===== config.mk =====
export PLATFORM = sky130hd
export DESIGN_NAME = single_port_ram
export DESIGN_NICKNAME = d
export VERILOG_FILES = /design/src/rtl/single_port_ram.sv
export SDC_FILE = /design/constraint.sdc
export NUM_CORES = 1
export LEC_CHECK = 0
export CORE_MARGIN = 3
export CORE_UTILIZATION = 30
export DETAILED_ROUTE_END_ITERATION = 10
export GPL_TIMING_DRIVEN = 0
export MAX_ROUTING_LAYER = met4
export PLACE_DENSITY = 0.56
export SYNTH_ARGS = -nofsm -noshare
export SYNTH_HDL_FRONTEND = slang
export SYNTH_SLANG_ARGS = --single-unit

===== constraint.sdc =====
create_clock -name clk -period 5.95 [get_ports clk]
set_input_delay 1.19 -clock clk [delete_from_list [all_inputs] [get_ports clk]]
set_output_delay 1.19 -clock clk [all_outputs]
set_load 0.02 [all_outputs]

===== src/rtl/single_port_ram.sv =====
// -----------------------------------------------------------------------------
// single_port_ram
//   64 x 8 synchronous single-port RAM with a registered read port.
//   One shared address serves both the write and the read path. A write cycle
//   also drives the written word onto the output register (write-through), so
//   the output always reflects the addressed word one cycle after the edge.
//
//   Parameters:
//     DATA_WIDTH : word width in bits (data, out)
//     ADDR_WIDTH : address width in bits
//     DEPTH      : number of words, must equal 2**ADDR_WIDTH
//
//   Ports:
//     clk  : single clock, all state updates on the rising edge
//     rst  : asynchronous active-high reset (clears out; see macro below)
//     data : write data
//     addr : shared read/write address
//     we   : write enable, 1 = write, 0 = read
//     out  : registered read data
//
//   Build option:
//     SPRAM_CLEAR_ON_RESET_EN
//       defined   : rst also asynchronously clears every word to 0 (flop array).
//       undefined : rst only clears out; the array is a plain inferred RAM and
//                   keeps its contents across reset.
// -----------------------------------------------------------------------------
module single_port_ram #(
    parameter int DATA_WIDTH = 8,
    parameter int ADDR_WIDTH = 6,
    parameter int DEPTH      = 64
) (
    input  logic                  clk,
    input  logic                  rst,
    input  logic [DATA_WIDTH-1:0] data,
    input  logic [ADDR_WIDTH-1:0] addr,
    input  logic                  we,
    output logic [DATA_WIDTH-1:0] out
);

    logic [DATA_WIDTH-1:0] r_mem [DEPTH];
    logic [DATA_WIDTH-1:0] r_out;
    logic                  w_wr_en;

    assign w_wr_en = we & ~rst;

`ifdef SPRAM_CLEAR_ON_RESET_EN
    // Resettable storage: every word is cleared while rst is high.
    always_ff @(posedge clk or posedge rst) begin
        if (rst) begin
            for (int unsigned i = 0; i < DEPTH; i++) begin
                r_mem[i[ADDR_WIDTH-1:0]] <= '0;
            end
        end else if (w_wr_en) begin
            r_mem[addr] <= data;
        end
    end
`else
    // No reset on the array so it maps onto a RAM macro; rst is only used
    // to block writes, which keeps the contents intact across reset.
    always_ff @(posedge clk) begin
        if (w_wr_en) begin
            r_mem[addr] <= data;
        end
    end
`endif

    // Output register: write-through on write cycles, array read otherwise.
    always_ff @(posedge clk or posedge rst) begin
        if (rst) begin
            r_out <= '0;
        end else if (we) begin
            r_out <= data;
        end else begin
            r_out <= r_mem[addr];
        end
    end

    assign out = r_out;

endmodule


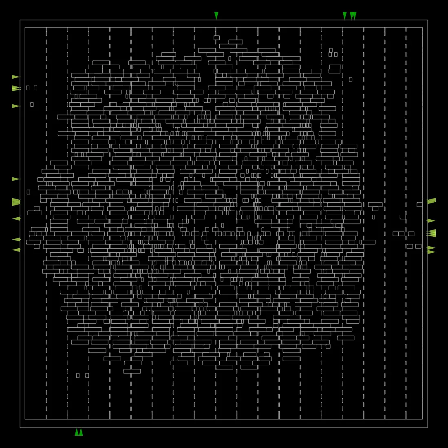
**Above:** run 1 (placed standard cells).
fill cell total of the finished layout: 6,266
row count: 94
end-of-flow core utilization: 0.354
Tapcell Cnt: 864

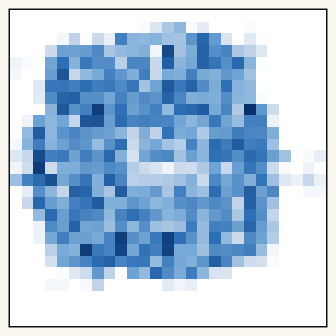
**Above:** run 1 (cell area per tile).
The die is cut into 27 by 27 equal tiles; white is low, dark blue is high, 0 to 100% covered.
mean over tiles	32%
nearly empty tiles	38%
tiles over 75% full	7.5%

==> results.cfg, run 1 <==
; generated from flow reports
[run_status]
outcome = finished clean

[power]
power_report.internal_total_mw = 6.18
p_total_mw = 7.96
total_leakage_power_nw = 7.28
power.share.combinational = 0.065
pwr_density_cell_nw_per_um2 = 339
vdd.ir_drop.worst_mv = 0.218
power.switching_fraction = 0.224
reg_power_frac = 0.508

[routing]
detail_route.first_pass.iterations = 6
number_of_design_rule_violations_left_after_detail_routing = 0
detail-route-antenna-nets = 0
routed_wire_length_per_instance_um = 32.7
via_per_inst = 5.71
drt_first_iter_violations = 1878

[global_route]
grt_most_used_layer = met2
grt_use_met2 = 0.288
grt_antenna_before_repair = 2
grt_max_degree = 48
grt_remaining_overflow = 0
grt_first_pass_wirelength_um = 94800
first_global_vias = 11700
use_met3 = 0.0466
global_route_usage_over_all_layers = 0.199
grt_util_met1 = 0.271

[critical_path]
start_of_the_worst_register_to_register_path = r_mem[60][5]$_DFFE_PP_
crit_slowest_cell = sky130_fd_sc_hd__nor2_1
endpoint_arrival_time_on_the_critical_path_ns = 5.40
worst_setup_path_endpoint = r_mem[53][3]$_DFFE_PP_
endpoint_kind_of_the_worst_setup_timing_path = flop
critPathRequiredTime_ns = 6.17
critPathMaxFanout = 11
regToRegSetupSlack_ns = 3.39
r2r-end = out[5]$_DFF_PP0_
setup.worst_path.start_class = primary input
worst_path_largest_cell_delay_ns = 0.99
worst-setup-path-type = in2reg
crit_path_cell_trace = clkdlybuf4s50_1, buf_2, nor2b_1, buf_2, buf_1, nand2_1, nor2_1

[synth]
ys_seq_frac = 0.768
synth.largest_area_cell = sky130_fd_sc_hd__edfxtp_1
postSynthRegisterBits = 520
most_common_cell = sky130_fd_sc_hd__edfxtp_1
synth_top_flop_cell = sky130_fd_sc_hd__edfxtp_1
enable_flop_cells = 512
synth_largest_type_area_fraction = 0.758
top_area_cells_in_the_synthesized_netlist = sky130_fd_sc_hd__edfxtp_1 (76%), sky130_fd_sc_hd__mux4_2 (5.4%), sky130_fd_sc_hd__mux2_2 (2.8%), sky130_fd_sc_hd__a221oi_1 (2.2%), sky130_fd_sc_hd__nor2_1 (1.7%)
synth_cell_type_count = 52
synth_nets = 1124
yosysWarningCount = 0
ys_async_sr_fraction = 0.0154
number_of_cells_in_yosys_stat = 1107
top_cells_by_count = sky130_fd_sc_hd__edfxtp_1 (512), sky130_fd_sc_hd__nor2_1 (93), sky130_fd_sc_hd__a221oi_1 (52)
syn-cell-area_um2 = 20300
synthesis.area_per_instance_um2 = 18.3

[timing]
layout_worst_path_cycle_share = 0.870
tightestPinTransition_ns = 1.25
setup_ws_post_layout_ns = 0.773
rsz0062_at_grt = no
tns_ns = 0
slew_headroom = 0.164
maxSlewViolCount = 0
number_of_hold_violations_in_the_final_report = 0
achievable-frequency_mhz = 193
hold_ws_ns = 0.908
timing.clock.skew_ns = 0.0105
final.min_clock_period_ns = 5.18

[floorplan]
initial_core_util = 0.306
die_area_um2 = 70700
die_height_um = 266
floorplan.die.width_um = 266

[flow_run]
log.warning_count = 26
drv_cap = 0

[clock_tree]
depth_of_the_cts_h_tree = 2
cts-hold-fix-buffers = 0
cts.repair.resized = 0
cts_inserted_buffers = 53
insertion_delay_ns = 0.61
worst_path_clk_slew_ns = 0.06
clk_root_buffer_cell = sky130_fd_sc_hd__clkbuf_16
cts_tree = yes
ctsLongestPathBuffers = 3

[cells_and_area]
nets = 1210
area.combinational_um2 = 4310
drive_above_1_share = 0.191
layout_top_cells = sky130_fd_sc_hd__edfxtp_1 (512), sky130_fd_sc_hd__nor2_1 (93), sky130_fd_sc_hd__clkbuf_16 (55)
ff_latch_area_um2 = 15600
most_frequently_placed_logic_cell_in_the_final_layout = sky130_fd_sc_hd__edfxtp_1
layout-area-overhead-vs-synth_pct = 15.8
post_layout_cell_count = 2104

[placement]
post-place-ws_ns = 0.356
buffer_ports.inserted = 23
placement.cell_area_um2 = 21700
gp_congestion = 0.951

[worst_hold_path]
whs_path_depth = 3
min_path_type = reg2reg
worst_hold_path_ep = out[6]$_DFF_PP0_
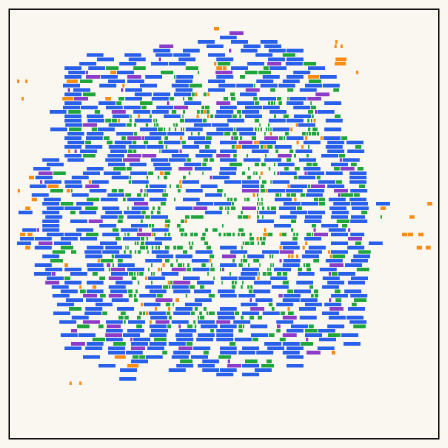
**Above:** run 1 (cell classes on the final placement).
color	class	cells	share of their area
green	combinational and other logic	513	19%
orange	remaining buffers and delay cells	105	3.2%
blue	sequential cells	520	70%
purple	clock drivers and dummy loads	98	7.9%
Final Cell Area: 23,500 um^2
register share of the cell area: 0.664
Floorplan Core Area: 66,300 um^2

==> run 1: critical path, delay by kind of cell <==
| family | cells | cell delay (ns) |
|---|---|---|
| buf+inv | 4 | 2.23 |
| simple gates | 3 | 1.95 |
==> run 1: state kept, by name, summed over array words and instances, names as in the netlist <==
signal  flops
out         8
r_mem     512
==> run 1: cell families after synthesis <==
| family | synth area share |
|---|---|
| AOI/OAI and AO/OA | 0.0791 |
| buffers and inverters | 0.0193 |
| DFF | 0.768 |
| muxes | 0.0991 |
| and+or+nand+nor | 0.0343 |
==> run 1: area by class of cell <==
| class | instances | area share |
|---|---|---|
| clock inverters | 32 | 0.0146 |
| clock buffers | 66 | 0.0604 |
| repair buffers | 31 | 0.0149 |
| well taps | 864 | 0.0461 |
| diodes | 4 | 0.000426 |
| flip-flops and latches | 520 | 0.664 |
| plain buffers | 74 | 0.0159 |
| inverters | 5 | 0.000800 |
| multi-input cells | 508 | 0.183 |
==> run 1: routing by layer <==
metal	up-vias	wire (um)
met5	-	0
met1	6264	28200
li1	4754	-
met2	808	30200
met3	180	7300
met4	0	3070
==> run 1: power groups by stage <==
stage	sequential, mW	clock, mW	combinational, mW
finish	4.05	3.40	0.515
global route	4.05	3.58	0.525
CTS	4.05	3.43	0.503
detailed placement	4.12	0	0.502
global placement	4.14	0	0.489
floorplan	4.13	0	0.214
--- run 2 (diff from run 1) ---
--- a/config.mk
+++ b/config.mk
@@ -7,6 +7,7 @@
 export LEC_CHECK = 0
 export CORE_MARGIN = 3
 export CORE_UTILIZATION = 30
+export CTS_CLUSTER_DIAMETER = 150
 export DETAILED_ROUTE_END_ITERATION = 10
 export GPL_TIMING_DRIVEN = 0
 export MAX_ROUTING_LAYER = met4
==> constraint.sdc (replaced) <==
create_clock -name clk -period 5.29 [get_ports clk]
set_input_delay 1.058 -clock clk [delete_from_list [all_inputs] [get_ports clk]]
set_output_delay 1.058 -clock clk [all_outputs]
set_load 0.02 [all_outputs]
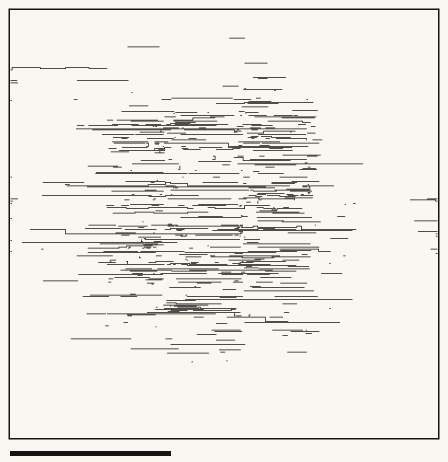
**Above:** run 2 (metal 3).
Bar = 100 um.
share of all routed wire	11%
longest straight run	143 um
wire length on this layer	7,300 um
total via count after detailed routing: 12.0k
final routed wirelength across all metal layers: 68,800 um
fraction of met3 tracks used by global routing: 0.0466

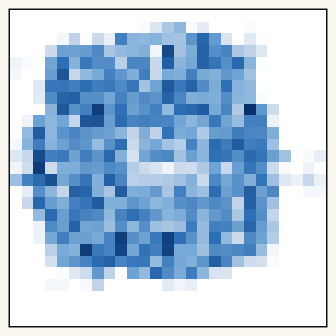
**Above:** run 2 (cell area per tile).
The die is cut into 27 by 27 equal tiles; white is low, dark blue is high, 0 to 100% covered.
nearly empty tiles	38%
mean over tiles	32%
emptiest ninth of the die	bottom right
tiles over 75% full	7.5%
fullest tile	100%
starting density of the core: 0.306

==> run 2 against run 1 <==
  * Clock power rose by 13%
  * Clock skew is the same
  * Utilization stayed put
  * Final cell count is the same
  * Sequential power grew 12%
==> results.cfg, run 2 <==
; generated from flow reports
[synth]
synth.largest_area_cell = sky130_fd_sc_hd__edfxtp_1
number_of_cells_in_yosys_stat = 1107
synthesis.area_per_instance_um2 = 18.3
ys_async_sr_fraction = 0.0154
ys_seq_frac = 0.768
synth_top_flop_cell = sky130_fd_sc_hd__edfxtp_1
syn-cell-area_um2 = 20300
synth_nets = 1124
aoi_share = 0.0791
enable_flop_cells = 512
top_area_cells_in_the_synthesized_netlist = sky130_fd_sc_hd__edfxtp_1 (76%), sky130_fd_sc_hd__mux4_2 (5.4%), sky130_fd_sc_hd__mux2_2 (2.8%), sky130_fd_sc_hd__a221oi_1 (2.2%), sky130_fd_sc_hd__nor2_1 (1.7%)
top_cells_by_count = sky130_fd_sc_hd__edfxtp_1 (512), sky130_fd_sc_hd__nor2_1 (93), sky130_fd_sc_hd__a221oi_1 (52)
synth_xor_xnor_area_share = 0
synth.cellmix.simpleShare = 0.0343
top_logic_kind = multiplexers
postSynthRegisterBits = 520
synth_largest_type_area_fraction = 0.758
synth_cell_type_count = 52
fa_ha_area_frac = 0
most_common_cell = sky130_fd_sc_hd__edfxtp_1
mux_share = 0.0991

[critical_path]
critPathRequiredTime_ns = 5.51
crit_path_cell_trace = clkdlybuf4s50_1, buf_2, nor2b_1, buf_2, buf_1, nand2_1, nor2_1
r2r-end = out[5]$_DFF_PP0_
worst_path_largest_cell_delay_ns = 0.99
worst_setup_path_endpoint = r_mem[53][3]$_DFFE_PP_
endpoint_kind_of_the_worst_setup_timing_path = flop
regToRegSetupSlack_ns = 2.73
critPathMaxFanout = 11
worst-setup-path-type = in2reg
setup.worst_path.start_class = primary input
start_of_the_worst_register_to_register_path = r_mem[60][5]$_DFFE_PP_

[clock_tree]
worst_path_clk_slew_ns = 0.06
ctsLongestPathBuffers = 3
cts_inserted_buffers = 53
clk_root_buffer_cell = sky130_fd_sc_hd__clkbuf_16
cts_tree = yes
cts-hold-fix-buffers = 0
depth_of_the_cts_h_tree = 2
insertion_delay_ns = 0.61
cts.repair.resized = 0

[cells_and_area]
most_frequently_placed_logic_cell_in_the_final_layout = sky130_fd_sc_hd__edfxtp_1
layout_top_cells = sky130_fd_sc_hd__edfxtp_1 (512), sky130_fd_sc_hd__nor2_1 (93), sky130_fd_sc_hd__clkbuf_16 (55)
postLayoutCellArea_um2 = 23500
post_layout_cell_count = 2104
n_fill_cell = 6266
layout-area-overhead-vs-synth_pct = 15.8
nets = 1210
final_util = 0.354
drive_above_1_share = 0.191

[routing]
detail-route-antenna-nets = 0
detail_route.first_pass.iterations = 6
via_per_inst = 5.71
drt_first_iter_violations = 1878
number_of_design_rule_violations_left_after_detail_routing = 0

[power]
pwr_density_cell_nw_per_um2 = 382
p_total_mw = 8.96

[floorplan]
floorplan.core_area_um2 = 66300
die_area_um2 = 70700
placementRows = 94
die_height_um = 266
floorplan.die.width_um = 266

[timing]
tns_ns = 0
hold_ws_ns = 0.908
rsz0062_at_grt = no
slew_headroom = 0.164
maxSlewViolCount = 0
final.min_clock_period_ns = 5.05
tightestPinTransition_ns = 1.25
achievable-frequency_mhz = 198
timing.clock.skew_ns = 0.0105
setup_ws_post_layout_ns = 0.245

[placement]
placement.cell_area_um2 = 21700
gp_congestion = 0.951
post-place-ws_ns = -0.172
dp_hpwl_um = 44300

[flow_run]
drv_cap = 0
log.warning_count = 26

[worst_hold_path]
min_path_type = reg2reg

[global_route]
first_global_vias = 11700
global_route_usage_over_all_layers = 0.199
grt_remaining_overflow = 0
grt_max_degree = 48
grt_antenna_before_repair = 2
grt_first_pass_wirelength_um = 94800

[run_status]
outcome = finished clean
## run 2: cell counts in the layout (fill, tap and decap cells not counted)
Identical to the previous run, type by type.
## run 2: worst min-delay path by stage
stage                                       from                      to  depth (start not counted)  slack, ns
after CTS                 r_mem[50][6]$_DFFE_PP_        out[6]$_DFF_PP0_                          3       0.88
after global placement    r_mem[50][6]$_DFFE_PP_        out[6]$_DFF_PP0_                          3       0.87
final                     r_mem[50][6]$_DFFE_PP_        out[6]$_DFF_PP0_                          3       0.91
after detailed placement  r_mem[50][6]$_DFFE_PP_        out[6]$_DFF_PP0_                          3       0.87
after floorplan           r_mem[50][6]$_DFFE_PP_        out[6]$_DFF_PP0_                          3       0.64
after global routing                     data[7]  r_mem[32][7]$_DFFE_PP_                          1       0.93
## run 2: critical path: cells and delay by family
| family | cells | cell delay [ns] |
|---|---|---|
| buffers and inverters | 4 | 2.23 |
| and+or+nand+nor | 3 | 1.95 |
## run 2: where the power goes
part / total (mW) / leakage (nW) / internal, mW / switching, mW
clock: 3.83 / 0.849 / 2.24 / 1.59
sequential: 4.55 / 4.69 / 4.55 / 0.00606
combinational: 0.580 / 1.73 / 0.167 / 0.413
total: 8.96 / 7.28 / 6.95 / 2.00
## run 2: area by class of cell
cell class                      instances  area (um^2)  share of cell area
Sequential cell                       520        15600               0.664
Multi-Input combinational cell        508         4310               0.183
Clock buffer                           66         1420              0.0604
Tap cell                              864         1080              0.0461
Buffer                                 74          373              0.0159
Timing Repair Buffer                   31          350              0.0149
Clock inverter                         32          342              0.0146
Inverter                                5         18.8            0.000800
Antenna cell                            4         10.0            0.000426
## run 2: routing by layer
metal	wire length, um	GRT usage	vias to the layer above
met4	3070	0.0815	0
met5	0	-	-
li1	-	-	4754
met2	30200	0.288	808
met1	28200	0.271	6264
met3	7300	0.0466	180
No activity file was given, so power comes from the tool's default toggle rates.
